==> src/rtl/mem_stage_lsu_if.sv <==
// mem_stage_lsu_if: req/ack data bus between the MEM-stage LSU (master) and memory (slave).
interface mem_stage_lsu_if;
    logic        req;
    logic        we;
    logic [31:0] addr;
    logic [31:0] wdata;
    logic [3:0]  be;
    logic        ack;
    logic [31:0] rdata;
    modport master (output req, we, addr, wdata, be, input ack, rdata);
    modport slave  (input req, we, addr, wdata, be, output ack, rdata);
endinterface

==> src/rtl/mem_stage_lsu.sv <==
// mem_stage_lsu: MEM-stage load/store unit; stalls the pipeline while a load/store completes over a req/ack bus.
module mem_stage_lsu #(
    parameter int TIMEOUT = 15
) (
    input  logic                   clk,
    input  logic                   reset,
    input  logic                   mem_read_i,
    input  logic                   mem_write_i,
    input  logic [2:0]             funct3_i,
    input  logic [31:0]            alu_out_i,
    input  logic [31:0]            rs2_data_i,
    output logic                   stall_o,
    output logic [31:0]            load_data_o,
    output logic                   load_valid_o,
    output logic                   misalign_o,
    output logic                   bus_err_o,
    mem_stage_lsu_if.master        bus
);
    localparam int CW = $clog2(TIMEOUT + 1);
    typedef enum logic [1:0] {IDLE, WAIT, DONE} state_e;
    state_e        state_q, state_d;
    logic [CW-1:0] cnt_q, cnt_d;
    logic          we_q, we_d;
    logic [31:0]   addr_q, addr_d, wdata_q, wdata_d, ld_q, ld_d;
    logic [3:0]    be_q, be_d;
    logic [2:0]    f3_q, f3_d;
    logic          lv_q, lv_d, mis_q, mis_d, err_q, err_d;
    logic          req, illegal, timeout;
    logic [3:0]    be_new;
    logic [31:0]   wdata_new, lane, ext;

    assign req = mem_read_i | mem_write_i;
    assign illegal = (funct3_i == 3'b011) || (funct3_i[2:1] == 2'b11) || (mem_write_i && funct3_i[2])
                   || (funct3_i[1:0] == 2'b01 && alu_out_i[0])
                   || (funct3_i[1:0] == 2'b10 && alu_out_i[1:0] != 2'b00);
    assign be_new = !mem_write_i ? 4'b1111 :
                    funct3_i[1:0] == 2'b00 ? 4'b0001 << alu_out_i[1:0] :
                    funct3_i[1:0] == 2'b01 ? (alu_out_i[1] ? 4'b1100 : 4'b0011) : 4'b1111;
    assign wdata_new = !mem_write_i ? 32'h0 :
                       funct3_i[1:0] == 2'b00 ? {4{rs2_data_i[7:0]}} :
                       funct3_i[1:0] == 2'b01 ? {2{rs2_data_i[15:0]}} : rs2_data_i;
    assign lane = bus.rdata >> {addr_q[1:0], 3'b000};
    assign ext = f3_q == 3'b000 ? {{24{lane[7]}}, lane[7:0]} :
                 f3_q == 3'b100 ? {24'h0, lane[7:0]} :
                 f3_q == 3'b001 ? {{16{lane[15]}}, lane[15:0]} :
                 f3_q == 3'b101 ? {16'h0, lane[15:0]} : lane;
    assign timeout = cnt_q == CW'(TIMEOUT - 1);

    always_comb begin
        state_d = state_q;
        cnt_d   = cnt_q;
        we_d    = we_q;
        addr_d  = addr_q;
        wdata_d = wdata_q;
        be_d    = be_q;
        f3_d    = f3_q;
        ld_d    = ld_q;
        lv_d    = 1'b0;
        mis_d   = 1'b0;
        err_d   = 1'b0;
        stall_o = 1'b0;
        bus.req = 1'b0;
        case (state_q)
            IDLE: begin
                if (req && !illegal) begin
                    we_d    = mem_write_i;
                    addr_d  = alu_out_i;
                    wdata_d = wdata_new;
                    be_d    = be_new;
                    f3_d    = funct3_i;
                    stall_o = 1'b1;
                    state_d = WAIT;
                end
                mis_d = req && illegal;
            end
            WAIT: begin
                bus.req = 1'b1;
                stall_o = 1'b1;
                cnt_d   = cnt_q + 1'b1;
                if (bus.ack) begin
                    cnt_d   = '0;
                    state_d = DONE;
                    lv_d    = !we_q;
                    ld_d    = we_q ? ld_q : ext;
                end else if (timeout) begin
                    cnt_d   = '0;
                    state_d = DONE;
                    err_d   = 1'b1;
                    ld_d    = 32'h0;
                end
            end
            default: state_d = IDLE;
        endcase
    end

    always_ff @(posedge clk) begin
        if (reset) begin
            state_q <= IDLE;
            cnt_q   <= '0;
            we_q    <= 1'b0;
            addr_q  <= 32'h0;
            wdata_q <= 32'h0;
            be_q    <= 4'h0;
            f3_q    <= 3'h0;
            ld_q    <= 32'h0;
            lv_q    <= 1'b0;
            mis_q   <= 1'b0;
            err_q   <= 1'b0;
        end else begin
            state_q <= state_d;
            cnt_q   <= cnt_d;
            we_q    <= we_d;
            addr_q  <= addr_d;
            wdata_q <= wdata_d;
            be_q    <= be_d;
            f3_q    <= f3_d;
            ld_q    <= ld_d;
            lv_q    <= lv_d;
            mis_q   <= mis_d;
            err_q   <= err_d;
        end
    end

    assign bus.we       = we_q;
    assign bus.addr     = {addr_q[31:2], 2'b00};
    assign bus.wdata    = wdata_q;
    assign bus.be       = be_q;
    assign load_data_o  = ld_q;
    assign load_valid_o = lv_q;
    assign misalign_o   = mis_q;
    assign bus_err_o    = err_q;
endmodule

==> src/flat_wrapper.sv <==
// flat-port wrapper written by rule: the top's interface ports become plain ports
module mem_stage_lsu_flat 
#(
    parameter int TIMEOUT = 15
)
  (clk, reset, mem_read_i, mem_write_i, funct3_i, alu_out_i, rs2_data_i, stall_o, load_data_o, load_valid_o, misalign_o, bus_err_o, bus_req, bus_we, bus_addr, bus_wdata, bus_be, bus_ack, bus_rdata);
  mem_stage_lsu_if bus_i ();
  input  logic clk;
  input  logic reset;
  input  logic mem_read_i;
  input  logic mem_write_i;
  input  logic [2:0] funct3_i;
  input  logic [31:0] alu_out_i;
  input  logic [31:0] rs2_data_i;
  output logic stall_o;
  output logic [31:0] load_data_o;
  output logic load_valid_o;
  output logic misalign_o;
  output logic bus_err_o;
  output wire logic [$bits(bus_i.req)-1:0] bus_req;
  output wire logic [$bits(bus_i.we)-1:0] bus_we;
  output wire logic [$bits(bus_i.addr)-1:0] bus_addr;
  output wire logic [$bits(bus_i.wdata)-1:0] bus_wdata;
  output wire logic [$bits(bus_i.be)-1:0] bus_be;
  input wire logic [$bits(bus_i.ack)-1:0] bus_ack;
  input wire logic [$bits(bus_i.rdata)-1:0] bus_rdata;
  assign bus_req = bus_i.req;
  assign bus_we = bus_i.we;
  assign bus_addr = bus_i.addr;
  assign bus_wdata = bus_i.wdata;
  assign bus_be = bus_i.be;
  assign bus_i.ack = bus_ack;
  assign bus_i.rdata = bus_rdata;
  mem_stage_lsu #(.TIMEOUT(TIMEOUT)) u_core (.clk(clk), .reset(reset), .mem_read_i(mem_read_i), .mem_write_i(mem_write_i), .funct3_i(funct3_i), .alu_out_i(alu_out_i), .rs2_data_i(rs2_data_i), .stall_o(stall_o), .load_data_o(load_data_o), .load_valid_o(load_valid_o), .misalign_o(misalign_o), .bus_err_o(bus_err_o), .bus(bus_i));
endmodule
==> config.mk <==
export PLATFORM = sky130hd
export DESIGN_NAME = mem_stage_lsu_flat
export DESIGN_NICKNAME = d
export VERILOG_FILES = /design/src/rtl/mem_stage_lsu_if.sv /design/src/rtl/mem_stage_lsu.sv /design/src/flat_wrapper.sv
export SDC_FILE = /design/constraint.sdc
export NUM_CORES = 1
export LEC_CHECK = 0
export ABC_AREA = 0
export CORE_MARGIN = 2
export CORE_UTILIZATION = 39
export DETAILED_ROUTE_END_ITERATION = 8
export PLACE_DENSITY = 0.8
export SLEW_MARGIN = 30
export SYNTH_ARGS = -nofsm -noshare
export SYNTH_HDL_FRONTEND = slang
export SYNTH_SLANG_ARGS = --single-unit
==> constraint.sdc <==
create_clock -name clk -period 1.6 [get_ports clk]
set_input_delay 0.24 -clock clk [delete_from_list [all_inputs] [get_ports clk]]
set_output_delay 0.24 -clock clk [all_outputs]
set_load 0.005 [all_outputs]
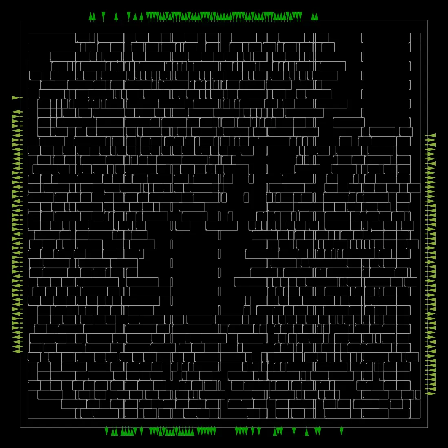
run_1/final_placement.png
Seq area share: 27.3%
core occupancy in the finished layout: 65.5%
fin cells: 975
# Taps: 172
FP Rows: 41

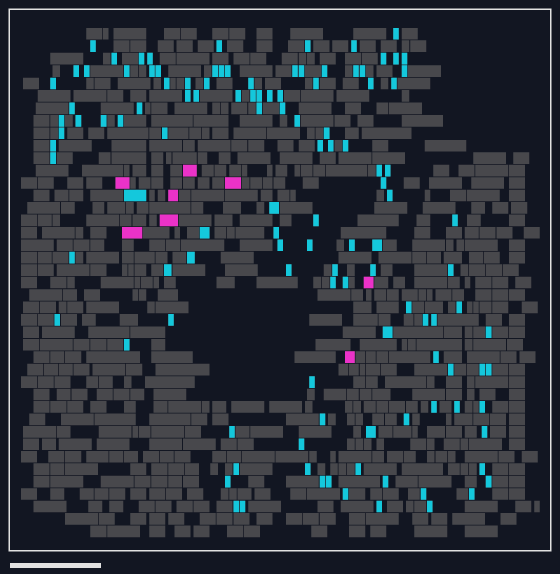
run_1/gate_families.png
Bar = 20 um.
[magenta] AND and OR gates | cells: 8 | most used: or2_4
[cyan] NAND gates | cells: 119 | most used: nand2_1 | where: widely spread

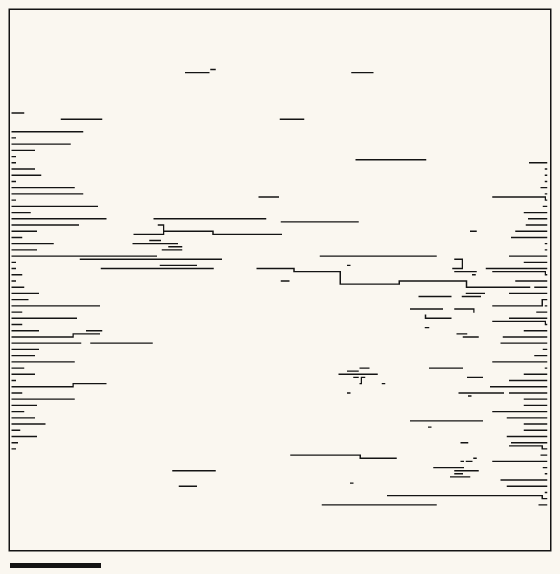
run_1/met3.png
Bar = 20 um.
longest straight run: 33.8 um
share of all routed wire: 7.4%
main direction: horizontal
nets with wire on the layer: 151
wire length on this layer: 1220 um

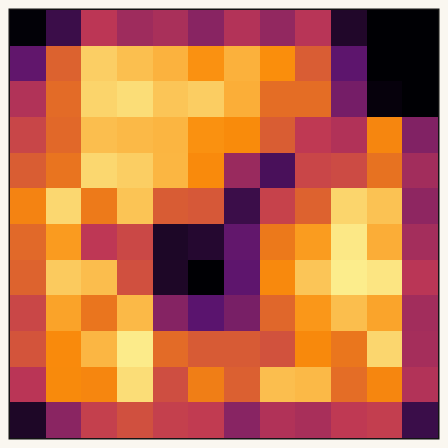
run_1/density.png
The die is cut into 12 by 12 equal tiles; black is low, pale yellow is high, 0 to 100% covered.
fullest tile: 96%
emptiest ninth of the die: top right
mean over tiles: 58%
CORE AREA: 0.0127 sq mm
Pre-Place Util: 40.1%

==> flow_summary.json, run 1 <==
{
  "status": "completed",
  "regArea_sq_mm": 0.00227,
  "grt_max_degree": 30,
  "ys_sh_adder_pct": 0.493,
  "design_area_sq_mm": 0.00830,
  "ios": 210,
  "nNetsFinal": 896,
  "yosys_area_sq_mm": 0.00507,
  "mux_share_pct": 10.3,
  "placed_cell_area_sq_mm": 0.00738,
  "power_mw": 8.41,
  "vias_per_cell": 5.20,
  "power.density_mw_per_mm2": 1010,
  "min_path_type": "in -> reg",
  "rr_worst_depth": 4,
  "syn_area_sq_mm": 0.00507,
  "logic_family": "AND-OR/OR-AND gates",
  "nClkBuffers": 24,
  "hold_viol_final": 0,
  "period_needed_ps": 1590,
  "wl_met2_um": 8270,
  "inverters": 5,
  "ys_warn_count": 0,
  "drt_iter0_drc": 444,
  "ys_sh_simple_pct": 14.1,
  "buffers": 273,
  "clock_path_buffers": 2,
  "synth-seq-cells": 113,
  "tritoncts": "done",
  "area_dominant_class": "buffers",
  "timing_worst_slew_pin_value_ps": 559,
  "ys_sh_aoi_pct": 21.6,
  "p_leak_nw": 3.21,
  "maxCapViolations": 0,
  "nFillCells": 1040,
  "ant_nets": 0,
  "clock_area_share_pct": 7.45,
  "cp_cell_sequence": "mux4_2, o41ai_4, buf_4, o21ai_0",
  "met1_usage_pct": 27.0,
  "power_combinational_mw": 1.48,
  "switchingPower_mw": 1.99,
  "syn_area_per_cell_sq_um": 8.97,
  "fin_hold_ws_ps": 206,
  "hold_path_end": "u_core.misalign_o",
  "antenna_found_initial": 0,
  "combPwrFrac_pct": 17.6,
  "common_cells": "113 x dfxtp_1, 112 x nand2_1, 55 x a21oi_1",
  "antennaDiodeCount": 0,
  "timing.slew.headroom_pct": 62.6,
  "reg2reg_slack_ps": 10,
  "numCtsBuffers": 17,
  "synth_cell_type_count": 50,
  "wl_met3_um": 1220,
  "path_class": "reg -> reg",
  "grtUsageMet2_pct": 38.9,
  "synth_top_cell_by_area": "dfxtp_1",
  "path_max_fanout": 8,
  "layout.cells.most_common": "clkdlybuf4s50_1",
  "edf_count": 0,
  "drc_errors": 0,
  "critPathLaunchType": "register",
  "path_buffers": 1,
  "cp.arrival_ps": 1870,
  "die_h_um": 118,
  "ys_async_sr_fraction_pct": 0,
  "most_common_cell": "dfxtp_1",
  "wl_met1_um": 6720,
  "synth_top_area_share_pct": 44.6,
  "syn_to_final_growth_pct": 63.6,
  "io_buffers": 207,
  "hold_start": "reset",
  "slowest_delay_ps": 560,
  "seq_power_share_pct": 36.2,
  "wl_per_cell_um": 16.9,
  "tns_ps": 0,
  "final.setup.worst_slack_ps": 14.2,
  "fmax_mhz": 631,
  "logic_gates": 380,
  "die-area_sq_mm": 0.0139,
  "swShare_pct": 23.6,
  "intPower_mw": 6.42,
  "cts-hold-fix-buffers": 0,
  "endpoint": "u_core.load_data_o[16]",
  "warning_count": 29,
  "top_usage_layer": "met2",
  "crit_path_end_kind": "register",
  "drt_pass1_iterations": 5,
  "totalWireLength_um": 16500,
  "routed.top_layer": "met4",
  "rsz0062_at_grt": "yes",
  "grt_pass1_vias": 5072,
  "clock-skew-final_ps": 9.39,
  "vdd_ir_drop_max_mv": 0.719,
  "p_seq_mw": 3.04,
  "clkPwrFrac_pct": 46.2,
  "dpl.hpwl_um": 11400,
  "final_cell_mix": "198 x clkdlybuf4s50_1, 111 x nand2_1, 109 x dfxtp_1",
  "insertion_delay_ps": 410,
  "synthFlopType": "dfxtp_1",
  "powerClk_mw": 3.88,
  "place_congestion": 0.886,
  "reg2reg_from": "u_core.addr_q[0]",
  "clkTransAtPathRegs_ps": 50,
  "slowest_stage": "mux4_2",
  "synth_cells": 566,
  "cp_num_cells": 4,
  "ctsResizeCount": 45,
  "combGateArea_sq_mm": 0.00243,
  "crit_start": "u_core.addr_q[0]",
  "cts_setup_buffers": 14,
  "met3_usage_pct": 7.90,
  "grt_util_all_layers_pct": 23.0,
  "dieWidth_um": 118,
  "synth.cellmix.xorXnorShare_pct": 0,
  "vias": 5073,
  "maxPowerGroup": "clock",
  "flops": 113,
  "maxSlewViolCount": 0,
  "ctsRootBufferMaster": "clkbuf_16",
  "grt_pass1_wl_um": 25800,
  "ys_seq_share_pct": 44.6,
  "sh_comb_area_pct": 29.3,
  "reg2reg_to": "u_core.load_data_o[16]"
}
==> run 2: changes to the inputs <==
ABC_CLOCK_PERIOD_IN_PS = 1600   (was unset)
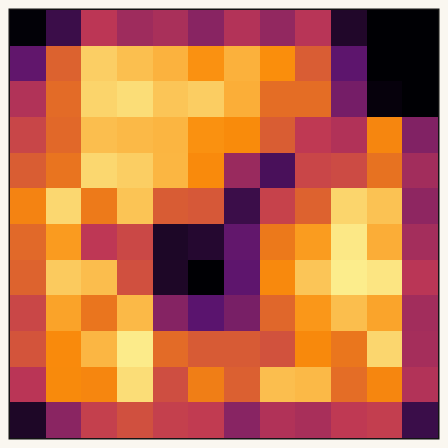
run_2/density.png
The die is cut into 12 by 12 equal tiles; black is low, pale yellow is high, 0 to 100% covered.
tiles over 75% full: 29%
emptiest ninth of the die: top right
mean over tiles: 58%
nearly empty tiles: 5.6%
fullest tile: 96%

==> run 2 against run 1 <==
Against the previous run: sequential power about the same; highest routed layer unchanged; non-clock buffer count unchanged; via count unchanged; largest cell class unchanged; hold slack unchanged.
==> flow_summary.json, run 2 <==
{
  "period_needed_ps": 1590,
  "antennaDiodeCount": 0,
  "logic_gates": 380,
  "place_congestion": 0.886,
  "routed.top_layer": "met4",
  "ys_async_sr_fraction_pct": 0,
  "drc_errors": 0,
  "synth_top_area_share_pct": 44.6,
  "intPower_mw": 6.42,
  "numClockSinks": 113,
  "cts-hold-fix-buffers": 0,
  "wl_met3_um": 1220,
  "nNetsFinal": 896,
  "clock-skew-final_ps": 9.39,
  "warning_count": 29,
  "placed_cell_area_sq_mm": 0.00738,
  "antenna_found_initial": 0,
  "synth_top_cell_by_area": "dfxtp_1",
  "switchingPower_mw": 1.99,
  "synth-seq-cells": 113,
  "rows": 41,
  "endpoint": "u_core.load_data_o[16]",
  "maxCapViolations": 0,
  "status": "completed",
  "numCtsBuffers": 17,
  "dieWidth_um": 118,
  "p_seq_mw": 3.04,
  "clock_path_buffers": 2,
  "area_dominant_class": "buffers",
  "cp_num_cells": 4,
  "met1_usage_pct": 27.0,
  "top_usage_layer": "met2",
  "grt_util_all_layers_pct": 23.0,
  "ant_nets": 0,
  "timing_worst_slew_pin_value_ps": 559,
  "p_leak_nw": 3.21,
  "maxPowerGroup": "clock",
  "clkTransAtPathRegs_ps": 50,
  "grt_max_degree": 30,
  "timing.slew.headroom_pct": 62.6,
  "ys_sh_adder_pct": 0.493,
  "clkPwrFrac_pct": 46.2,
  "ys_warn_count": 0,
  "setup_viol": 0,
  "hold_path_end": "u_core.misalign_o",
  "fmax_mhz": 631,
  "design_area_sq_mm": 0.00830,
  "overflow": 0,
  "syn_area_per_cell_sq_um": 8.97,
  "synthFlopType": "dfxtp_1",
  "worstHoldPathCells": 4,
  "layout.cells.most_common": "clkdlybuf4s50_1",
  "cts_setup_buffers": 14,
  "inverters": 5,
  "common_cells": "113 x dfxtp_1, 112 x nand2_1, 55 x a21oi_1",
  "powerClk_mw": 3.88,
  "wl_per_cell_um": 16.9,
  "crit_path_end_kind": "register",
  "seq_power_share_pct": 36.2,
  "buffers": 273,
  "grt_pass1_wl_um": 25800,
  "ctsRootBufferMaster": "clkbuf_16",
  "swShare_pct": 23.6,
  "io_buffers": 207,
  "mux_share_pct": 10.3,
  "ios": 210,
  "final.setup.worst_slack_ps": 14.2,
  "combPwrFrac_pct": 17.6,
  "fp_util_pct": 40.1,
  "critPathLaunchType": "register",
  "ys_seq_share_pct": 44.6,
  "post-place-ws_ps": -644,
  "min_path_type": "in -> reg",
  "reg2reg_slack_ps": 10,
  "syn_area_sq_mm": 0.00507,
  "synth.cellmix.xorXnorShare_pct": 0,
  "met3_usage_pct": 7.90,
  "yosys_area_sq_mm": 0.00507,
  "final_cell_mix": "198 x clkdlybuf4s50_1, 111 x nand2_1, 109 x dfxtp_1",
  "power_combinational_mw": 1.48,
  "path_class": "reg -> reg",
  "drt_iter0_drc": 444,
  "wl_met2_um": 8270,
  "slowest_stage": "mux4_2",
  "grtUsageMet2_pct": 38.9,
  "totalWireLength_um": 16500,
  "synth_cell_type_count": 50,
  "path_max_fanout": 8,
  "fin_hold_ws_ps": 206,
  "nWellTaps": 172,
  "syn_to_final_growth_pct": 63.6,
  "final_core_util_pct": 65.5,
  "ys_sh_aoi_pct": 21.6,
  "crit_start": "u_core.addr_q[0]",
  "tns_ps": 0,
  "nClkBuffers": 24,
  "dpl.hpwl_um": 11400,
  "die-area_sq_mm": 0.0139,
  "reg2reg_from": "u_core.addr_q[0]",
  "hold_viol_final": 0,
  "die_h_um": 118,
  "vias": 5073,
  "logic_family": "AND-OR/OR-AND gates",
  "reg2reg_to": "u_core.load_data_o[16]",
  "wl_met1_um": 6720,
  "vias_per_cell": 5.20,
  "combGateArea_sq_mm": 0.00243,
  "sh_comb_area_pct": 29.3,
  "path_buffers": 1,
  "core_sq_mm": 0.0127,
  "slowest_delay_ps": 560,
  "layout.nonclk_buf_share_pct": 33.1,
  "hold_start": "reset",
  "insertion_delay_ps": 410,
  "ys_sh_simple_pct": 14.1,
  "rsz0062_at_grt": "yes",
  "tritoncts": "done",
  "cp_cell_sequence": "mux4_2, o41ai_4, buf_4, o21ai_0",
  "edf_count": 0,
  "clock_area_share_pct": 7.45,
  "ctsResizeCount": 45,
  "regArea_sq_mm": 0.00227,
  "maxSlewViolCount": 0,
  "drt_pass1_iterations": 5,
  "nFillCells": 1040,
  "instances_no_fill": 975,
  "flops": 113,
  "seq_share_pct": 27.3,
  "grt_pass1_vias": 5072,
  "vdd_ir_drop_max_mv": 0.719,
  "power.density_mw_per_mm2": 1010,
  "most_common_cell": "dfxtp_1",
  "cp.arrival_ps": 1870,
  "cts_htree_levels": 4,
  "synth_cells": 566,
  "power_mw": 8.41,
  "rr_worst_depth": 4
}
==> run 3: changes to the inputs <==
ABC_CLOCK_PERIOD_IN_PS = 1300   (was 1600)
clock period = 1.3 ns   (was 1.6 ns; I/O delays follow)
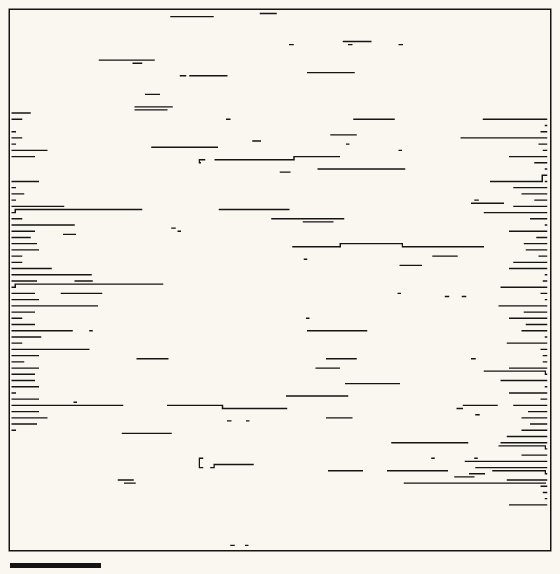
run_3/met3.png
Bar = 20 um.
GR Util met3: 7.12%
DRT Wirelength: 19700 um

==> run 3 against run 2 <==
Against the previous run: the flow now finishes with violations (setup timing); final cell count rose by 4.5%; critical path depth rose by 4; power rose by 26%; utilization rose by 9.2 points; area after synthesis did not move; clock skew fell by 1.8 ps; design area rose by 14%; hold slack improved by 33 ps; via count rose by 7.1%; die area did not move.
==> flow_summary.json, run 3 <==
{
  "powerClk_mw": 4.57,
  "vias": 5432,
  "slowest_stage": "dfxtp_2",
  "syn_area_per_cell_sq_um": 8.97,
  "final_core_util_pct": 74.7,
  "most_common_cell": "dfxtp_1",
  "post-place-ws_ps": -925,
  "ys_sh_aoi_pct": 21.6,
  "ys_sh_simple_pct": 14.1,
  "grt_pass1_vias": 5606,
  "wl_met1_um": 7760,
  "timing_worst_slew_pin_value_ps": 539,
  "maxPowerGroup": "clock",
  "clock_area_share_pct": 6.16,
  "slowest_delay_ps": 330,
  "synth.cellmix.xorXnorShare_pct": 0,
  "ctsResizeCount": 203,
  "tns_ps": -16400,
  "power_combinational_mw": 2.30,
  "core_sq_mm": 0.0127,
  "syn_to_final_growth_pct": 86.6,
  "ios": 210,
  "crit_start": "u_core.cnt_q[0]",
  "synth_top_cell_by_area": "dfxtp_1",
  "final.setup.worst_slack_ps": -269,
  "worstHoldPathCells": 4,
  "ys_seq_share_pct": 44.6,
  "combPwrFrac_pct": 21.6,
  "switchingPower_mw": 2.83,
  "fp_util_pct": 40.1,
  "drt_iter0_drc": 204,
  "swShare_pct": 26.6,
  "io_buffers": 207,
  "rows": 41,
  "buffers": 315,
  "p_leak_nw": 4.35,
  "grt_pass1_wl_um": 28900,
  "setup_viol": 105,
  "drc_errors": 0,
  "synth_top_area_share_pct": 44.6,
  "tritoncts": "done",
  "status": "complete, but fails checks",
  "clock_path_buffers": 2,
  "maxSlewViolCount": 0,
  "rsz0062_at_grt": "yes",
  "synth-seq-cells": 113,
  "violations": "setup timing",
  "yosys_area_sq_mm": 0.00507,
  "clkPwrFrac_pct": 43.0,
  "synth_cells": 566,
  "area_dominant_class": "combinational gates",
  "die_h_um": 118,
  "ys_async_sr_fraction_pct": 0,
  "combGateArea_sq_mm": 0.00326,
  "ys_sh_adder_pct": 0.493,
  "antennaDiodeCount": 0,
  "routed.top_layer": "met4",
  "dpl.hpwl_um": 12000,
  "logic_gates": 382,
  "numClockSinks": 113,
  "final_cell_mix": "103 x dlygate4sd2_1, 98 x dfxtp_1, 95 x clkdlybuf4s50_1",
  "dieWidth_um": 118,
  "fin_hold_ws_ps": 238,
  "grtUsageMet2_pct": 46.8,
  "synthFlopType": "dfxtp_1",
  "nWellTaps": 172,
  "rr_worst_depth": 8,
  "min_path_type": "in -> reg",
  "syn_area_sq_mm": 0.00507,
  "met1_usage_pct": 28.2
}
Power figures rest on the tool's default switching activity, not on a simulated workload.
